## config.mk

```make
export PLATFORM = sky130hd
export DESIGN_NAME = mem_arbiter
export DESIGN_NICKNAME = d
export VERILOG_FILES = /design/src/rtl/mem_arbiter.sv
export SDC_FILE = /design/constraint.sdc
export NUM_CORES = 1
export LEC_CHECK = 0
export CAP_MARGIN = 10
export CORE_MARGIN = 5
export CORE_UTILIZATION = 45
export CTS_CLUSTER_SIZE = 30
export DETAILED_ROUTE_END_ITERATION = 8
export PLACE_DENSITY = 0.78
export SYNTH_ARGS = -nofsm -noshare
export SYNTH_HDL_FRONTEND = slang
export SYNTH_SLANG_ARGS = --single-unit
```

## constraint.sdc

```tcl
create_clock -name clk -period 2.85 [get_ports clk]
set_input_delay 0.4275 -clock clk [delete_from_list [all_inputs] [get_ports clk]]
set_output_delay 0.4275 -clock clk [all_outputs]
set_load 0.01 [all_outputs]
```

## src/rtl/mem_arbiter.sv

```systemverilog
// Two-requester (icache/dcache) arbiter onto a single burst memory port.
// Round-robin on ties, one turnaround IDLE cycle between transactions, and a silence watchdog.
module mem_arbiter #(
    parameter int TIMEOUT = 1024
) (
    input  logic        clk,
    input  logic        reset_n,
    input  logic [31:0] ic_rdaddr,
    input  logic        ic_rdreq,
    output logic [31:0] ic_dataout,
    output logic        ic_datavalid,
    output logic [15:0] ic_burstlen,
    input  logic [31:0] dc_addr,
    input  logic        dc_rdreq,
    input  logic        dc_wrreq,
    input  logic [31:0] dc_datain,
    output logic [31:0] dc_dataout,
    output logic        dc_datavalid,
    output logic        dc_wrack,
    output logic [15:0] dc_burstlen,
    output logic [31:0] mem_addr,
    output logic        mem_rdreq,
    output logic        mem_wrreq,
    output logic [31:0] mem_datain,
    input  logic [15:0] mem_burstlen,
    input  logic [31:0] mem_dataout,
    input  logic        mem_datavalid,
    input  logic        mem_wrack,
    output logic        err_timeout
);
    typedef enum logic [1:0] {
        IDLE    = 2'd0,
        ISSUE   = 2'd1,
        BUSY_RD = 2'd2,
        BUSY_WR = 2'd3
    } state_t;

    localparam logic [15:0] TIMEOUT_C = 16'(TIMEOUT);

    state_t      state_q, state_d;
    logic        ic_pend_q, ic_pend_d, dc_pend_q, dc_pend_d, dc_wr_q, dc_wr_d;
    logic [31:0] ic_addr_q, ic_addr_d, dc_addr_q, dc_addr_d, dc_data_q, dc_data_d;
    logic        last_dc_q, last_dc_d, sel_dc_q, sel_dc_d, sel_wr_q, sel_wr_d;
    logic [15:0] target_q, target_d, beat_q, beat_d, wd_q, wd_d;
    logic        mem_rdreq_q, mem_rdreq_d, mem_wrreq_q, mem_wrreq_d, err_q, err_d;
    logic [31:0] mem_addr_q, mem_addr_d, mem_datain_q, mem_datain_d;
    logic        ic_clr_s, dc_clr_s, pick_dc_s, ic_own_s, dc_own_s, ic_cap_s, dc_cap_s;
    logic        wd_exp_s;

    assign pick_dc_s = dc_pend_q && (!ic_pend_q || !last_dc_q);
    assign ic_own_s  = (state_q != IDLE) && !sel_dc_q;
    assign dc_own_s  = (state_q != IDLE) && sel_dc_q;
    assign ic_cap_s  = ic_rdreq && !ic_pend_q && !ic_own_s;
    assign dc_cap_s  = (dc_rdreq || dc_wrreq) && !dc_pend_q && !dc_own_s;
    assign wd_exp_s  = (wd_q + 16'd1) == TIMEOUT_C;

    // Next-state and registered-output logic of the arbitration FSM
    always_comb begin
        state_d      = state_q;
        last_dc_d    = last_dc_q;
        sel_dc_d     = sel_dc_q;
        sel_wr_d     = sel_wr_q;
        target_d     = target_q;
        beat_d       = beat_q;
        wd_d         = wd_q;
        mem_addr_d   = mem_addr_q;
        mem_datain_d = mem_datain_q;
        mem_rdreq_d  = 1'b0;
        mem_wrreq_d  = 1'b0;
        err_d        = 1'b0;
        ic_clr_s     = 1'b0;
        dc_clr_s     = 1'b0;
        case (state_q)
            IDLE: begin
                if (ic_pend_q || dc_pend_q) begin
                    state_d  = ISSUE;
                    sel_dc_d = pick_dc_s;
                    if (pick_dc_s) begin
                        dc_clr_s   = 1'b1;
                        sel_wr_d   = dc_wr_q;
                        mem_addr_d = dc_addr_q;
                        if (dc_wr_q) begin
                            mem_wrreq_d  = 1'b1;
                            mem_datain_d = dc_data_q;
                        end else begin
                            mem_rdreq_d = 1'b1;
                        end
                    end else begin
                        ic_clr_s    = 1'b1;
                        sel_wr_d    = 1'b0;
                        mem_addr_d  = ic_addr_q;
                        mem_rdreq_d = 1'b1;
                    end
                end else begin
                    state_d = IDLE;
                end
            end
            ISSUE: begin
                target_d = (mem_burstlen == 16'd0) ? 16'd1 : mem_burstlen;
                beat_d   = 16'd0;
                wd_d     = 16'd0;
                state_d  = sel_wr_q ? BUSY_WR : BUSY_RD;
            end
            BUSY_RD: begin
                if (mem_datavalid) begin
                    beat_d = beat_q + 16'd1;
                    wd_d   = 16'd0;
                    if ((beat_q + 16'd1) == target_q) begin
                        state_d   = IDLE;
                        last_dc_d = sel_dc_q;
                    end else begin
                        state_d = BUSY_RD;
                    end
                end else if (wd_exp_s) begin
                    state_d   = IDLE;
                    err_d     = 1'b1;
                    last_dc_d = sel_dc_q;
                end else begin
                    wd_d = wd_q + 16'd1;
                end
            end
            BUSY_WR: begin
                if (mem_wrack) begin
                    state_d   = IDLE;
                    wd_d      = 16'd0;
                    last_dc_d = sel_dc_q;
                end else if (wd_exp_s) begin
                    state_d   = IDLE;
                    err_d     = 1'b1;
                    last_dc_d = sel_dc_q;
                end else begin
                    wd_d = wd_q + 16'd1;
                end
            end
            default: begin
                state_d = IDLE;
            end
        endcase
    end

    // Request capture; a pulse is only taken when the requester is neither pending nor owning the bus
    always_comb begin
        if (ic_cap_s) begin
            ic_pend_d = 1'b1;
            ic_addr_d = ic_rdaddr;
        end else begin
            ic_pend_d = ic_pend_q && !ic_clr_s;
            ic_addr_d = ic_addr_q;
        end
        if (dc_cap_s) begin
            dc_pend_d = 1'b1;
            dc_wr_d   = dc_wrreq;
            dc_addr_d = dc_addr;
            dc_data_d = dc_datain;
        end else begin
            dc_pend_d = dc_pend_q && !dc_clr_s;
            dc_wr_d   = dc_wr_q;
            dc_addr_d = dc_addr_q;
            dc_data_d = dc_data_q;
        end
    end

    // State and capture registers
    always_ff @(posedge clk) begin
        if (!reset_n) begin
            state_q      <= IDLE;
            ic_pend_q    <= 1'b0;
            ic_addr_q    <= 32'd0;
            dc_pend_q    <= 1'b0;
            dc_wr_q      <= 1'b0;
            dc_addr_q    <= 32'd0;
            dc_data_q    <= 32'd0;
            last_dc_q    <= 1'b0;
            sel_dc_q     <= 1'b0;
            sel_wr_q     <= 1'b0;
            target_q     <= 16'd0;
            beat_q       <= 16'd0;
            wd_q         <= 16'd0;
            mem_rdreq_q  <= 1'b0;
            mem_wrreq_q  <= 1'b0;
            mem_addr_q   <= 32'd0;
            mem_datain_q <= 32'd0;
            err_q        <= 1'b0;
        end else begin
            state_q      <= state_d;
            ic_pend_q    <= ic_pend_d;
            ic_addr_q    <= ic_addr_d;
            dc_pend_q    <= dc_pend_d;
            dc_wr_q      <= dc_wr_d;
            dc_addr_q    <= dc_addr_d;
            dc_data_q    <= dc_data_d;
            last_dc_q    <= last_dc_d;
            sel_dc_q     <= sel_dc_d;
            sel_wr_q     <= sel_wr_d;
            target_q     <= target_d;
            beat_q       <= beat_d;
            wd_q         <= wd_d;
            mem_rdreq_q  <= mem_rdreq_d;
            mem_wrreq_q  <= mem_wrreq_d;
            mem_addr_q   <= mem_addr_d;
            mem_datain_q <= mem_datain_d;
            err_q        <= err_d;
        end
    end

    assign mem_addr     = mem_addr_q;
    assign mem_datain   = mem_datain_q;
    assign mem_rdreq    = mem_rdreq_q;
    assign mem_wrreq    = mem_wrreq_q;
    assign err_timeout  = err_q;
    assign ic_dataout   = mem_dataout;
    assign dc_dataout   = mem_dataout;
    assign ic_burstlen  = mem_burstlen;
    assign dc_burstlen  = mem_burstlen;
    assign ic_datavalid = mem_datavalid && (state_q == BUSY_RD) && !sel_dc_q;
    assign dc_datavalid = mem_datavalid && (state_q == BUSY_RD) && sel_dc_q;
    assign dc_wrack     = mem_wrack && (state_q == BUSY_WR);

endmodule

```

==> flow_summary.yaml, run 1 <==
# generated from flow reports
pwr:
  power_leakage_nw: 4.97
  p_seq_mw: 3.53
  clockPowerShare: 0.369
  power-top-group: "sequential cells"
  pg_clk_mw: 2.99
  seq_power_share: 0.435
finish:
  final_nets: 1481
  area_growth_pct: 25.1
  fillerInstances: 2049
  final-clk-cell-share: 0.0609
  utilization: 0.566
  antenna_cells: 0
  n_all_inverters: 8
  comb_cells: 830
  seq_area_frac: 0.346
  drive_gt1_frac: 0.0573
drt:
  met3_length_mm: 2.19
  drc_errors: 0
  routed.top_layer: "met5"
  dr_wl_met2_mm: 12.1
  drt-vias-per-instance: 5.23
  drt_first_iter_violations: 447
setup_path:
  worstSetupPathType: "register to register"
  path_max_fanout: 6
  crit_family: "simple AND/OR/NAND/NOR gates"
  slowest_delay_ps: 560
  crit_required_ps: 3240
  crit_path_end: "last_dc_q"
  reg2reg_from: "beat_q[0]"
  reg2regPathDepth: 9
  startpoint: "beat_q[0]"
placed_design:
  port_buffers: 220
  dp_hpwl_mm: 17.5
  placed_area_sq_um: 11900
  placed_cells: 1587
sta:
  report.final.slew_viol_count: 0
  rsz0062_at_grt: "no"
  period_used_share: 0.935
  timing.final.ws_setup_ps: 186
  hold_ws_ps: 216
  report.final.setup_viol: 0
logic_synthesis:
  synthArstFlopShare: 0
  ys_seq_frac: 0.432
  syn_avg_cell_area_sq_um: 8.23
  ys_top_cells_by_count: "nand2_1, dfxtp_1, buf_4, a21boi_1, clkbuf_1"
  logic_family: "AND-OR/OR-AND gates"
  synth_cell_types: 57
  ys_sh_xor: 0.0216
  top_cell: "nand2_1"
  synth_top_cell_by_area: "dfxtp_1"
  ys.flop_type: "dfxtp_1"
floorplan:
  fp_util: 0.452
  chipArea_sq_um: 25600
  fp-row-count: 55
  ios: 317
status:
  status: "completed"
grt:
  use_met2: 0.327
  grt_use_met1: 0.231
  grt_pass1_wl_mm: 41.8
  antenna_found_initial: 1
cts:
  post_cts_buffers: 0
  cts_made_buffers: 24
  clockBufferDepth: 3
  htreeDepth: 1
  cts_sinks: 219
  cts_root_buf: "clkbuf_16"
flow_run:
  warning_count: 26
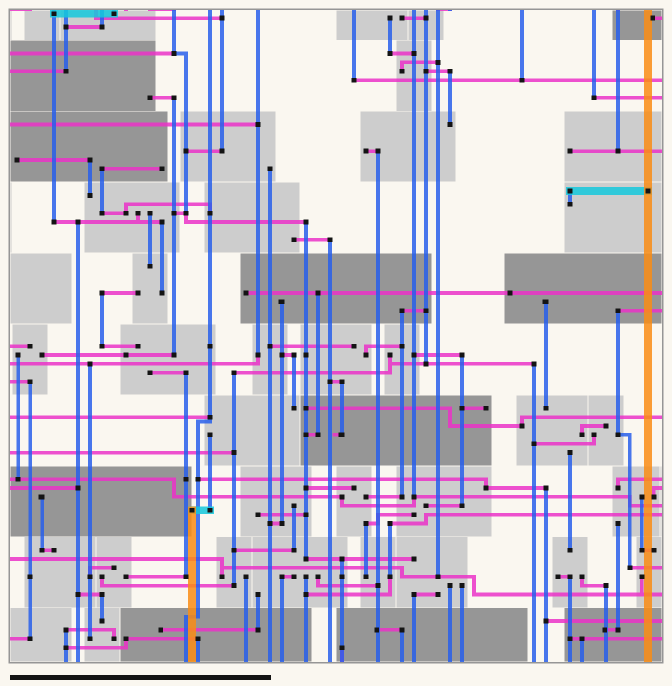
Run 1: close-up of the layout
Scale bar: 10 um. Region (68, 36) to (93, 61) um. Cells in gray, sequential cells in the stronger gray; small squares are vias.
- metal 4: orange
- metal 3: cyan
- metal 1: magenta
- metal 2: blue
- netlist names of flops here include: `dc_addr_q` (4), `ic_addr_q` (3), `mem_addr` (2)
- most frequent: nand2_1 (13), dfxtp_1 (9), clkdlybuf4s50_1 (4)
- sequential cells in the window: 9
- cells with their middle in the window: 37

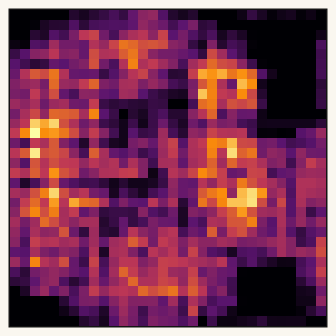
Run 1: signal metal coverage by tile
The die is cut into 32 by 32 equal tiles; black is low, pale yellow is high, scaled to the fullest tile. Values are wire area over tile area, all layers added.
- mean over tiles: 0.17
- tiles over half the peak: 18%
- emptiest ninth of the die: north-east
- fullest tile: 0.55
vias post-DR: 8,527
total wire length: 25.9 mm
wire per inst: 15.9 um
GR Util All Layers: 0.193

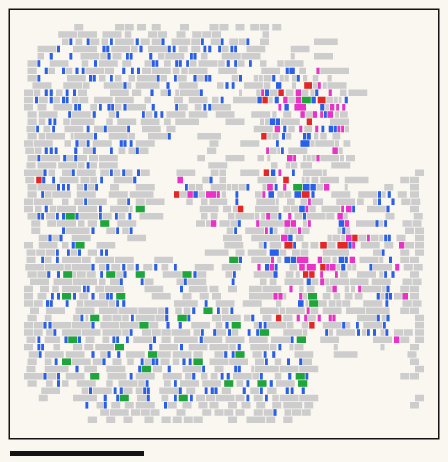
Run 1: logic cells by family
Scale bar: 50 um.
- mux cells: green (cells 36; most used mux2i_1)
- nand cells: blue (cells 379; most used nand2_1; where all over the die)
- nor cells: magenta (cells 83; most used nor2_1)
- and/or cells: red (cells 21; most used and3_1)

Run 1, routed clock nets over the placement:
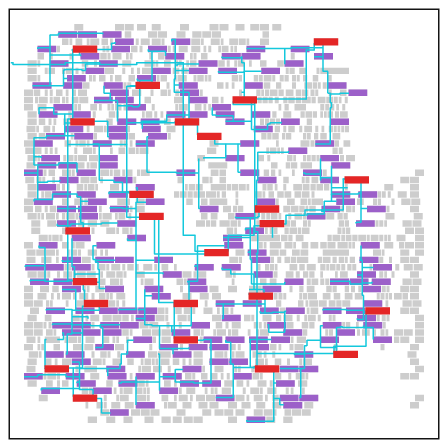

==> run 2, diff against run 1 <==
- CAP_MARGIN: 10 -> 0
- DONT_BUFFER_PORTS: not set -> 1
- PLACE_DENSITY: 0.78 -> not set
- SLEW_MARGIN: not set -> 20
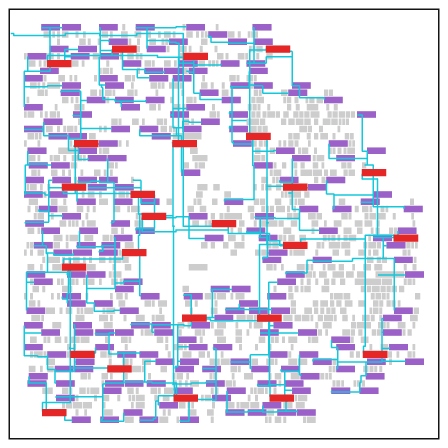
Run 2: routed clock nets over the placement
- flip-flops: purple (count 219)
- clock wires: cyan (length 2,950 um)
- clock drivers: red (count 25)
- flops lie: all over the die

==> run 2 against run 1 <==
Net effect: maximum frequency rose by 1.8%; critical path depth did not move; first-iteration DRC count fell by 11%; critical path type unchanged; routed wire length fell by 5.3%; final area fell by 17%; combinational power fell by 33%; setup slack improved by 46 ps; via count fell by 11%; global-route usage fell by 0.97 points.
==> flow_summary.yaml, run 2 <==
# generated from flow reports
grt:
  use_met2: 0.302
  grt_pass1_wl_mm: 39.5
  antenna_found_initial: 1
  grt_use_met1: 0.227
  grt.overflow.total: 0
  grt_pass1_vias: 7387
  grtUsageTotal: 0.183
  grtUsageMet3: 0.0630
finish:
  comb_cells: 830
  biggestCellCategory: "combinational gates"
  regArea_sq_um: 4380
  final-clk-cell-share: 0.0774
  nClkBuffers: 35
  final_nets: 1263
  buf_share: 0.0211
  logic_area_sq_um: 4740
  antenna_cells: 0
  fillerInstances: 2231
  n_all_inverters: 8
  area_growth_pct: 4.05
  utilization: 0.470
  drive_gt1_frac: 0.0693
  signal_buffers: 26
  seq_area_frac: 0.415
  seq_cells: 219
logic_synthesis:
  area_leaders: "dfxtp_1, nand2_1, buf_4, a21boi_1, mux2i_1"
  synth_area_sq_um: 10100
  synth_top_cell_by_area: "dfxtp_1"
  syn_avg_cell_area_sq_um: 8.23
  synth.cellmix.simpleShare: 0.202
  ys_top_cells_by_count: "nand2_1, dfxtp_1, buf_4, a21boi_1, clkbuf_1"
  ys_seq_frac: 0.432
  ys_warn_count: 0
  yosys-mux-area-fraction: 0.0355
  synth_cell_types: 57
  synth-edff-count: 0
  ys_cells: 1233
  synthArstFlopShare: 0
  ys_ff: 219
  ys_sh_xor: 0.0216
  logic_family: "AND-OR/OR-AND gates"
  top_cell: "nand2_1"
  synth-area-yosys_sq_um: 10100
  ys.flop_type: "dfxtp_1"
  syn_inst: 1233
  aoi_share: 0.202
floorplan:
  chipArea_sq_um: 25600
  fp_util: 0.452
  core_area_sq_um: 22400
  taps: 285
  fp-row-count: 55
  ios: 317
  die_w_um: 160
  die_y_um: 160
drt:
  drt-vias-per-instance: 5.38
  routed-via-count: 7592
  wl_met1_mm: 10.4
  ant_nets: 0
  routed.top_layer: "met4"
  drt_first_iter_violations: 396
  dr_wl_met2_mm: 11.4
  detail_route.wl_per_cell_um: 17.4
  met3_length_mm: 1.98
  drc_errors: 0
  wl_mm: 24.5
cts:
  cts_root_buf: "clkbuf_16"
  clock_latency_ps: 530
  clkSlewWorstSetupHoldPaths_ps: 60
  cts_sinks: 219
  cts_made_buffers: 25
  htreeDepth: 1
  clockBufferDepth: 3
  post_cts_buffers: 0
setup_path:
  path_max_fanout: 4
  path_cells: "ha_1, nand4_1, or3_1, xnor2_1, or4_1, a2111oi_4, a211oi_2, o211ai_1, o21ai_1"
  slowest_delay_ps: 570
  reg2regPathDepth: 9
  crit_path_end: "last_dc_q"
  crit_family: "simple AND/OR/NAND/NOR gates"
  cp_slowest_cell: "or4_1"
  reg2reg_from: "beat_q[1]"
  crit_required_ps: 3260
  worstSetupPathType: "register to register"
  worst_setup_path_end_kind: "register"
  cp_num_cells: 9
  startpoint: "beat_q[1]"
  start_kind: "register"
worst_hold_path:
  min-delay-start: "dc_addr[20]"
  worstHoldPathType: "input port to register"
  hold_path_depth: 2
status:
  status: "completed"
sta:
  report.final.setup_viol: 0
  period_used_share: 0.918
  report.final.slew_viol_count: 0
  slew_headroom: 0.379
  period_minus_slack_ps: 2620
  worstMarginPinSlew_ps: 928
  max_freq_ghz: 0.382
  timing.final.ws_setup_ps: 232
  hold_ws_ps: 20.2
  rsz0062_at_grt: "no"
  hold_viol_final: 0
placed_design:
  placed_area_sq_um: 9730
  place_congestion: 0.863
  placed_cells: 1367
  port_buffers: 0
  dp_hpwl_mm: 16.1
pwr:
  power_leakage_nw: 4.17
  seq_power_share: 0.458
  pg_clk_mw: 3.19
  clockPowerShare: 0.407
  p_seq_mw: 3.60
  pg_comb_mw: 1.06
  ir_drop_uv: 425
  power-top-group: "sequential cells"
  total_power_mw: 7.85
  switching_power_mw: 2.18
flow_run:
  cap_violations: 0
  warning_count: 28
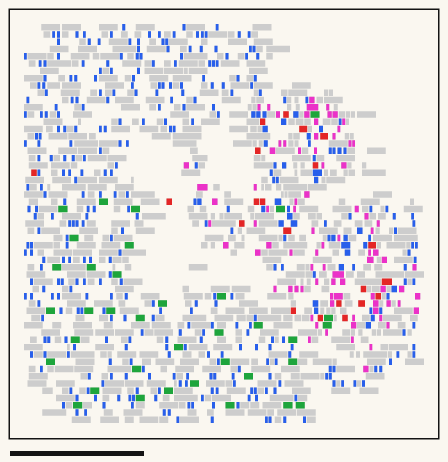
Run 2: logic cells by family
Scale bar: 50 um.
Finished Layout Cells: 1,411
logic share of the area: 0.449
Top cell excl fill/tap: nand2_1

No activity file was given, so power comes from the tool's default toggle rates.
